Run 1, M3 wires:
Drawn at 3 px/um.
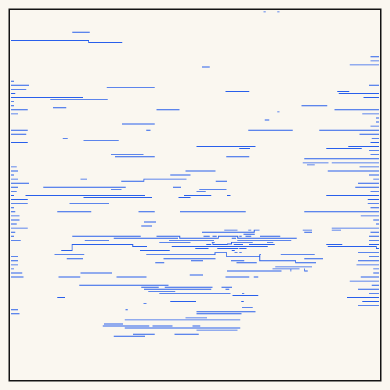
Run 1, cell classes on the final placement:
Drawn at 2 px/um.
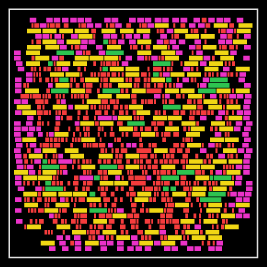
Run 1, routed metal, one color a layer:
Drawn at 3 px/um. Only two layers are drawn.
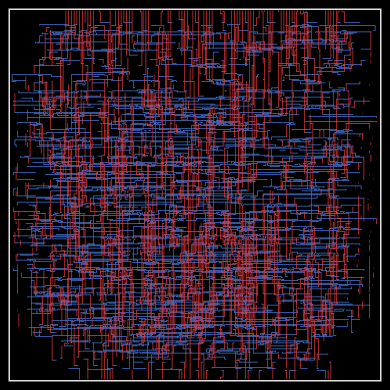
`config.mk`:
```
export PLATFORM = sky130hd
export DESIGN_NAME = pc_fetch_unit
export DESIGN_NICKNAME = d
export VERILOG_FILES = /design/src/rtl/pc_fetch_unit.sv
export SDC_FILE = /design/constraint.sdc
export NUM_CORES = 1
export LEC_CHECK = 0
export CORE_MARGIN = 1.5
export CORE_UTILIZATION = 49
export CTS_CLUSTER_DIAMETER = 50
export DETAILED_ROUTE_END_ITERATION = 8
export MAX_ROUTING_LAYER = met4
export PLACE_DENSITY_LB_ADDON = 0.12
export SYNTH_ARGS = -nofsm -noshare
export SYNTH_HDL_FRONTEND = slang
export SYNTH_SLANG_ARGS = --single-unit
```
`constraint.sdc`:
```
create_clock -name CLK -period 3.4 [get_ports CLK]
set_input_delay 0.85 -clock CLK [delete_from_list [all_inputs] [get_ports CLK]]
set_output_delay 0.85 -clock CLK [all_outputs]
set_load 0.03 [all_outputs]
```
`src/rtl/pc_fetch_unit.sv`:
```
// pc_fetch_unit: instruction-fetch stage. Owns the PC, drives the instruction
// memory read port, applies EX-stage redirects and loads the IF/ID register,
// inserting bubbles whenever the in-flight fetch is killed or not yet returned.
module pc_fetch_unit #(
    parameter logic [31:0] RESET_PC  = 32'h0000_0000,
    parameter logic [31:0] NOP_INSTR = 32'h0000_0013
) (
    input  logic        CLK,
    input  logic        RESET,
    input  logic        PC_MUX_CONTROL,
    input  logic [31:0] BRANCH_OR_JUMP_ADDR,
    input  logic        STALL,
    input  logic [31:0] IMEM_READDATA,
    input  logic        IMEM_BUSYWAIT,
    output logic [31:0] IMEM_ADDR,
    output logic        IMEM_READ,
    output logic [31:0] IF_ID_PC,
    output logic [31:0] IF_ID_PC_PLUS_4,
    output logic [31:0] IF_ID_INSTR,
    output logic        IF_ID_VALID,
    output logic [1:0]  FETCH_STATE
);

    typedef enum logic [1:0] {
        BOOT       = 2'd0,
        FETCH      = 2'd1,
        REDIR_WAIT = 2'd2,
        ILLEGAL    = 2'd3
    } fetchState_t;

    localparam logic [31:0] ALIGNED_RESET_PC = {RESET_PC[31:2], 2'b00};

    fetchState_t state_q;
    logic [31:0] pc_q;
    logic [31:0] pendingTarget_q;
    logic        imemRead_q;
    logic [31:0] ifIdPc_q;
    logic [31:0] ifIdPcPlus4_q;
    logic [31:0] ifIdInstr_q;
    logic        ifIdValid_q;

    logic [31:0] target_d;
    logic [31:0] pcPlus4_d;
    logic        unusedLsbs;

    // Word-aligned redirect target and sequential next PC (wraps modulo 2^32).
    assign target_d   = {BRANCH_OR_JUMP_ADDR[31:2], 2'b00};
    assign pcPlus4_d  = pc_q + 32'd4;
    assign unusedLsbs = ^BRANCH_OR_JUMP_ADDR[1:0];

    // Fetch FSM: PC, pending redirect target, read request and IF/ID register.
    always_ff @(posedge CLK) begin
        if (!RESET) begin
            state_q         <= BOOT;
            pc_q            <= ALIGNED_RESET_PC;
            pendingTarget_q <= 32'd0;
            imemRead_q      <= 1'b0;
            ifIdPc_q        <= 32'd0;
            ifIdPcPlus4_q   <= 32'd0;
            ifIdInstr_q     <= NOP_INSTR;
            ifIdValid_q     <= 1'b0;
        end else begin
            case (state_q)
                BOOT: begin
                    state_q    <= FETCH;
                    imemRead_q <= 1'b1;
                end
                FETCH: begin
                    imemRead_q <= 1'b1;
                    if (PC_MUX_CONTROL && !IMEM_BUSYWAIT) begin
                        pc_q        <= target_d;
                        ifIdInstr_q <= NOP_INSTR;
                        ifIdValid_q <= 1'b0;
                    end else if (PC_MUX_CONTROL && IMEM_BUSYWAIT) begin
                        pendingTarget_q <= target_d;
                        ifIdInstr_q     <= NOP_INSTR;
                        ifIdValid_q     <= 1'b0;
                        state_q         <= REDIR_WAIT;
                    end else if (STALL || IMEM_BUSYWAIT) begin
                        if (IMEM_BUSYWAIT && !STALL) begin
                            ifIdInstr_q <= NOP_INSTR;
                            ifIdValid_q <= 1'b0;
                        end
                    end else begin
                        ifIdPc_q      <= pc_q;
                        ifIdPcPlus4_q <= pcPlus4_d;
                        ifIdInstr_q   <= IMEM_READDATA;
                        ifIdValid_q   <= 1'b1;
                        pc_q          <= pcPlus4_d;
                    end
                end
                REDIR_WAIT: begin
                    imemRead_q  <= 1'b1;
                    ifIdInstr_q <= NOP_INSTR;
                    ifIdValid_q <= 1'b0;
                    if (PC_MUX_CONTROL) begin
                        pendingTarget_q <= target_d;
                    end
                    if (!IMEM_BUSYWAIT) begin
                        pc_q    <= PC_MUX_CONTROL ? target_d : pendingTarget_q;
                        state_q <= FETCH;
                    end
                end
                default: begin
                    state_q <= FETCH;
                end
            endcase
        end
    end

    assign IMEM_ADDR       = pc_q;
    assign IMEM_READ       = imemRead_q;
    assign IF_ID_PC        = ifIdPc_q;
    assign IF_ID_PC_PLUS_4 = ifIdPcPlus4_q;
    assign IF_ID_INSTR     = ifIdInstr_q;
    assign IF_ID_VALID     = ifIdValid_q;
    assign FETCH_STATE     = state_q;

endmodule

```
==> impl_metrics.ini, run 1 <==
; synthesis and place-and-route metrics
[final_layout]
nonClkBufAreaFrac = 0.2232
final_cell_area_um2 = 9822
sh_seq_area = 0.3302
layout_top_cells = clkdlybuf4s50_1, nand2_1, dfxtp_1
seq_area_um2 = 3243
layout.cells.most_common = clkdlybuf4s50_1
fin_util = 0.7021
clock_buffers = 18
inv_count = 9

[power]
ir_drop_mv = 0.3772
internal_power_uw = 3320
leakagePower_uw = 0.003393
maxPowerGroup = sequential cells
pg_comb_uw = 596
p_sw_frac = 0.2739
p_clk_frac = 0.423
p_per_area_nw_per_um2 = 465.5
switchingPower_uw = 1252

[logic_synthesis]
synth_area_um2 = 7099
simple_gate_area_frac = 0.2200
ys_cells = 878
avgSynthCellArea_um2 = 8.086
logic_family = AND-OR/OR-AND gates
yosys.area.top_type = dfxtp_1
area_leaders = dfxtp_1, nand2_1, a21oi_1
postSynthSeqShare = 0.4568
most_common_cell = nand2_1
synth-edff-count = 0
yosys_warnings = 0
synthArstFlopShare = 0
synth_cell_type_count = 63
adder_share = 0.007050

[drt]
drt_iter0_drc = 700
top_layer_used = met4
ant_nets = 0
vias = 7164
first_pass_iters = 9
met2_length_mm = 9.636

[job]
maxCapViolCount = 0
warning_count = 32

[floorplan]
fp_util = 0.5075
die_x_um = 123.4
rows = 43

[grt]
use_met1 = 0.3973
grt_max_degree = 109
gr-usage-all-layers = 0.2861
top_usage_layer = met2
grt_pass1_vias = 6348

[final_timing]
setup_viol = 0
worst_pin_slew_ns = 1.007
clock_skew_ns = 0.006515
hold_ws_ns = 0.4535
hold_viol = 0
relSlewSlack = 0.3264
drv_slew = 0

[clock_network]
holdBufCountCts = 0
cts_root_buffer = clkbuf_16
post_cts_resize_count = 0
h-tree-depth = 4
cts_setup_buffers = 0

[placement]
dp_cells = 1205

[critical_path]
cpLargestDelayFamily = buffers and inverters
path_max_fanout = 11
path_buffers = 1
slowest_stage = clkdlybuf4s50_1
cp_data_arrival_time_ns = 1.80

[status]
status = complete, no violations

[worst_hold_path]
hp-class = flop to flop
-- 'M3 wires' (at the start) --
main direction	horizontal
share of all routed wire	8.3%
wire length on this layer	1780 um

-- 'cell classes on the final placement' (at the start) --
color	class	cells	share of their area
green	clock drivers and dummy loads	32	6.2%
magenta	remaining buffers and delay cells	221	23%
red	remaining logic cells	642	37%
yellow	sequential cells	162	34%

-- 'routed metal, one color a layer' (at the start) --
color	layer	wire length
red	M2	9640 um
blue	M1	9760 um

[run 1: registers in the layout (all words and copies together) (netlist names)]
name             flops
pendingTarget_q     32
IF_ID_INSTR         32
IF_ID_PC_PLUS_4     30
IMEM_READ            1
IF_ID_PC            32
FETCH_STATE          2
IMEM_ADDR           32
IF_ID_VALID          1
[run 1: path summary, 6_finish.rpt]
path | start | end | slack (ns) | depth (start not counted)
setup reg to reg | FETCH_STATE[0] | IMEM_ADDR[21] | 0.80 | 7
hold reg to reg | IF_ID_PC[8] | IF_ID_PC[8] | 0.45 | 2
hold / removal | IF_ID_PC[8] | IF_ID_PC[8] | 0.45 | 2
setup / recovery | IMEM_ADDR[17] | IMEM_ADDR[17] | 0.75 | 1
Run 1, register map, names as in the netlist:
Drawn at 4 px/um. Other sequential cells in the stronger gray, the rest of the logic in the fainter gray.
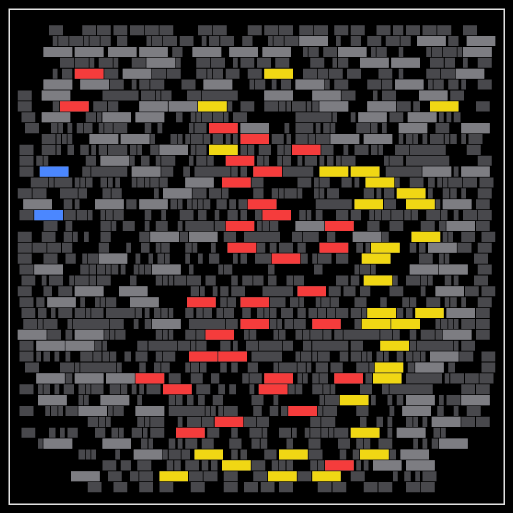

--- run 2 (diff from run 1) ---
--- a/config.mk
+++ b/config.mk
@@ -6,7 +6,7 @@
 export NUM_CORES = 1
 export LEC_CHECK = 0
 export CORE_MARGIN = 1.5
-export CORE_UTILIZATION = 49
+export CORE_UTILIZATION = 48
 export CTS_CLUSTER_DIAMETER = 50
 export DETAILED_ROUTE_END_ITERATION = 8
 export MAX_ROUTING_LAYER = met4
==> constraint.sdc (replaced) <==
create_clock -name CLK -period 2.51 [get_ports CLK]
set_input_delay 0.6275 -clock CLK [delete_from_list [all_inputs] [get_ports CLK]]
set_output_delay 0.6275 -clock CLK [all_outputs]
set_load 0.03 [all_outputs]
Run 2, register map, names as in the netlist:
Drawn at 4 px/um. Other sequential cells in the stronger gray, the rest of the logic in the fainter gray.
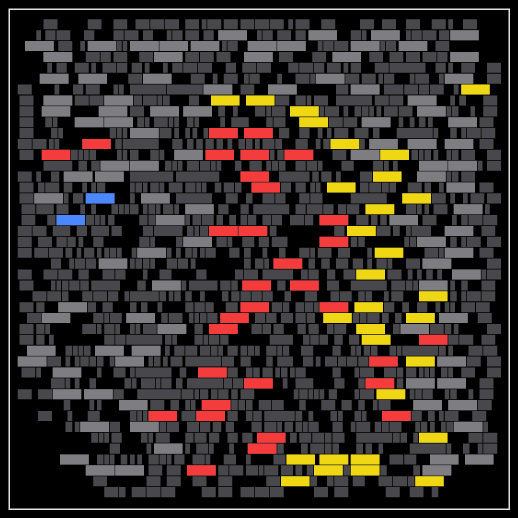
color	signal	flops
blue	`FETCH_STATE`	2
red	`IMEM_ADDR`	32
yellow	`IF_ID_PC_PLUS_4`	30
not colored	98

Run 2, cell placement:
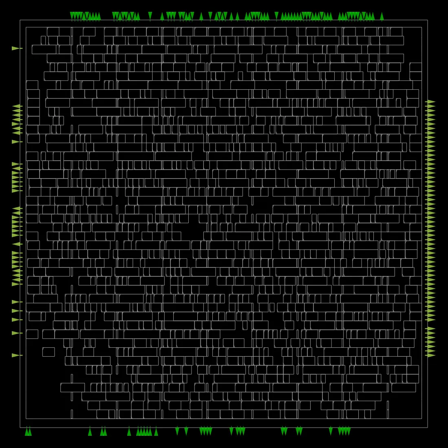
Core Area: 14480 um2
num tapcells: 184
Final Util: 0.7066
sequential share of cell area: 0.3170
seq_cells: 162

==> impl_metrics.ini, run 2 <==
; synthesis and place-and-route metrics
[power]
p_clk_frac = 0.425
pg_comb_uw = 930
leakagePower_uw = 0.003654
internal_power_uw = 4680
p_per_area_nw_per_um2 = 620.3
p_sw_frac = 0.2625
maxPowerGroup = sequential cells
switchingPower_uw = 1666
ir_drop_mv = 0.5418

[status]
status = complete, no violations

[final_timing]
min_period_ns = 2.375
clock_skew_ns = 0.006967
hold_ws_ns = 0.4551
worst_pin_slew_ns = 1.059
drv_slew = 0
hold_viol = 0
relSlewSlack = 0.2911
setup_viol = 0

[drt]
drt_iter0_drc = 776
first_pass_iters = 6
ant_nets = 0
vias = 7278
post-route-drc-count = 0

[final_layout]
final-comb-area_um2 = 3528
seq_area_um2 = 3243
final_cell_area_um2 = 10230
nonClkBufAreaFrac = 0.2522
clkCellAreaFrac = 0.05992
layout.cells.most_common = clkdlybuf4s50_1
layout_top_cells = clkdlybuf4s50_1, nand2_1, dfxtp_1
largest_class = multi-input combinational cells
clock_buffers = 21

[logic_synthesis]
most_common_cell = nand2_1
ys_cells = 878
avgSynthCellArea_um2 = 8.086
synth_cell_type_count = 63
synth_area_um2 = 7099
synthArstFlopShare = 0
yosys.area.top_type = dfxtp_1
yosys_warnings = 0
postSynthSeqShare = 0.4568
synth-edff-count = 0

[critical_path]
reg2reg_slack_ns = 0.33
reg2reg_to = IMEM_ADDR[19]
r2r_cells = 7
setup.worst_path.end = IMEM_ADDR[10]
cp_data_arrival_time_ns = 1.75
slowest_stage = clkdlybuf4s50_1
r2r_start = FETCH_STATE[0]
path_max_fanout = 6
startpoint = IMEM_ADDR[10]

[floorplan]
die_x_um = 124.6
rows = 44
die_h_um = 124.6
fp_util = 0.4903

[placement]
dp_cells = 1258

[grt]
grt_max_degree = 86
gr-usage-all-layers = 0.2874
grt_pass1_vias = 6609

[clock_network]
cts_setup_buffers = 0
clkTransAtPathRegs_ns = 0.06
h-tree-depth = 4
cts_root_buffer = clkbuf_16
holdBufCountCts = 0
post_cts_resize_count = 0

[job]
maxCapViolCount = 0
warning_count = 30

[worst_hold_path]
min_from = pendingTarget_q[14]
min_to = pendingTarget_q[14]
worstHoldPathCells = 2
hp-class = flop to flop
Run 2, routed metal, one color a layer:
Drawn at 3 px/um. Only two layers are drawn.
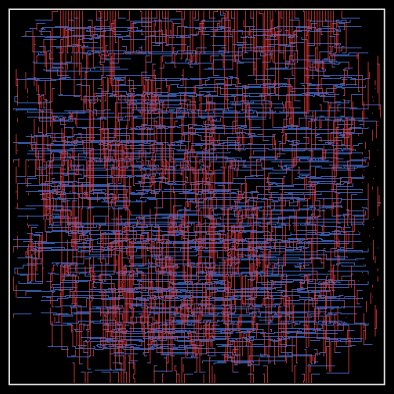
color	layer	wire length
red	M2	9640 um
blue	M1	10400 um

## run 2: cell counts after synthesis
No cell type changed its count.
## run 2: cell families (layout without fill, tap and decap cells)
logic type                 after synthesis  in the layout  synth area share
and+or+nand+nor                        340            340            0.2200
AOI/OAI and AO/OA                      254            254            0.2237
DFF                                    162            162            0.4568
buffers and inverters                   83            311           0.04776
xor gates and xnor gates                26             26           0.03208
muxes                                    9              9           0.01269
adders and majority gates                4              4          0.007050
## run 2: routing by layer
| metal | GRT usage | share of wire |
|---|---|---|
| met1 | 0.4186 | 0.48 |
| met2 | 0.4047 | 0.44 |
| met3 | 0.04811 | 0.066 |
| met4 | 0.09331 | 0.017 |
| met5 | - | 0 |
## run 2: worst max-delay path, delay by kind of cell, from the launching register on
kind                   cells  cell delay (ns)
buffers and inverters      2             0.87
DFF                        1             0.45
Run 2, cell classes on the final placement:
Drawn at 2 px/um.
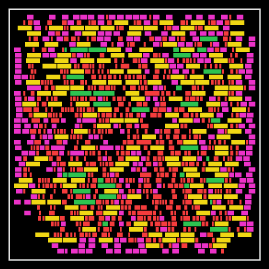

--- run 3 (diff from run 2) ---
==> constraint.sdc (replaced) <==
create_clock -name CLK -period 2.65 [get_ports CLK]
set_input_delay 0.6625 -clock CLK [delete_from_list [all_inputs] [get_ports CLK]]
set_output_delay 0.6625 -clock CLK [all_outputs]
set_load 0.03 [all_outputs]
Run 3, cell classes on the final placement:
Drawn at 2 px/um.
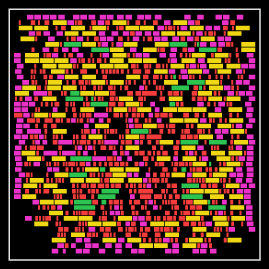
color	class	cells	share of their area
green	clock drivers and dummy loads	31	5.9%
red	remaining logic cells	642	36%
magenta	remaining buffers and delay cells	253	25%
yellow	sequential cells	162	33%

Run 3, M3 wires:
Drawn at 3 px/um.
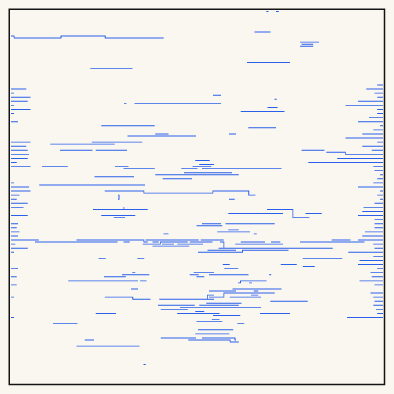
longest straight run	37.7 um
nets with wire on the layer	174
main direction	horizontal
wire length on this layer	1740 um

==> impl_metrics.ini, run 3 <==
; synthesis and place-and-route metrics
[placement]
dp_cells = 1241

[critical_path]
r2r_start = FETCH_STATE[0]
startpoint = IMEM_ADDR[5]
cp_data_arrival_time_ns = 1.73
reg2reg_to = IF_ID_PC_PLUS_4[27]
slowest_stage = clkdlybuf4s50_1
path_max_fanout = 8
setup.worst_path.end = IMEM_ADDR[5]
cp.depth = 1

[final_timing]
setup_viol = 0
clock_skew_ns = 0.007301
hold_viol = 0
relSlewSlack = 0.6025
min_period_ns = 2.393
drv_slew = 0

[clock_network]
cts_setup_buffers = 0
h-tree-depth = 4
holdBufCountCts = 0

[grt]
grt_pass1_vias = 6464
grtUsageMet2 = 0.4173
grt_max_degree = 86
use_met1 = 0.4141
gr-usage-all-layers = 0.2877
use_met3 = 0.04596
top_usage_layer = met2

[logic_synthesis]
avgSynthCellArea_um2 = 8.086
synth-edff-count = 0
yosys.area.top_type = dfxtp_1
synth_area_um2 = 7099
simple_gate_area_frac = 0.2200
synthArstFlopShare = 0
yosys_warnings = 0
postSynthSeqShare = 0.4568
synthMuxAreaShare = 0.01269
xor_area_frac = 0.03208

[floorplan]
die_x_um = 124.6
fp_util = 0.4903
core_region_area_um2 = 14480

[drt]
drt_iter0_drc = 762
ant_nets = 0
first_pass_iters = 5
post-route-drc-count = 0
met2_length_mm = 9.719
wl_met3_mm = 1.736

[final_layout]
layout_top_cells = clkdlybuf4s50_1, nand2_1, dfxtp_1
sh_seq_area = 0.3206
clkCellAreaFrac = 0.05802
clock_buffers = 22
nonClkBufAreaFrac = 0.2462
final-comb-area_um2 = 3528
ff_count = 162

[job]
maxCapViolCount = 0
warning_count = 30

[status]
status = complete, no violations

[worst_hold_path]
hp-class = flop to flop
min_to = IMEM_READ
min_from = IMEM_READ
Run 3, register map, names as in the netlist:
Drawn at 4 px/um. Other sequential cells in the stronger gray, the rest of the logic in the fainter gray.
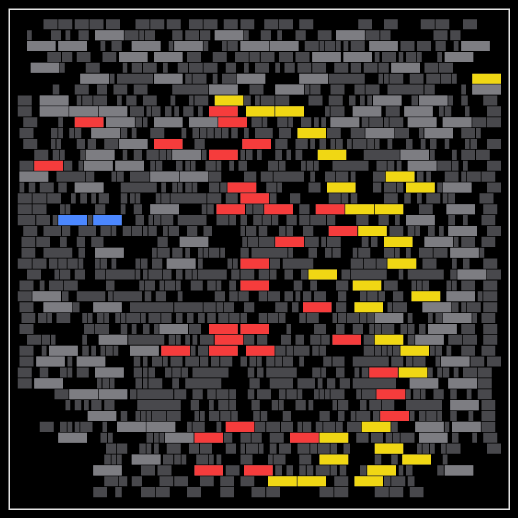
color	signal	flops
red	`IMEM_ADDR`	32
yellow	`IF_ID_PC_PLUS_4`	30
blue	`FETCH_STATE`	2
not colored	98

==> run 3: cell counts after synthesis <==
Identical to the previous run, type by type.
==> run 3: worst register-to-register path, cell delays in order (launching register included) <==
cell and delay [ns]:
dfxtp_1 0.41, ha_1 0.41, nand2b_1 0.16, or3_1 0.49, or3_1 0.35, or3_1 0.31, nand3_1 0.08
==> run 3: stage by stage <==
stage,util,hold slack (ns),power [uW]
floorplan,-,0.4319,3066
global placement,0.6581,0.4352,3470
detailed placement,0.6581,0.4446,3478
CTS,0.6986,0.4546,5928
global route,0.6986,0.4699,6101
finish,0.6986,0.4511,5913
==> run 3: power breakdown <==
part | switching (uW) | internal, uW | total [uW]
Clock | 975 | 1500 | 2480
Sequential | 78.1 | 2510 | 2590
Combinational | 482 | 363 | 846
Power is estimated from default activity; no workload was simulated.
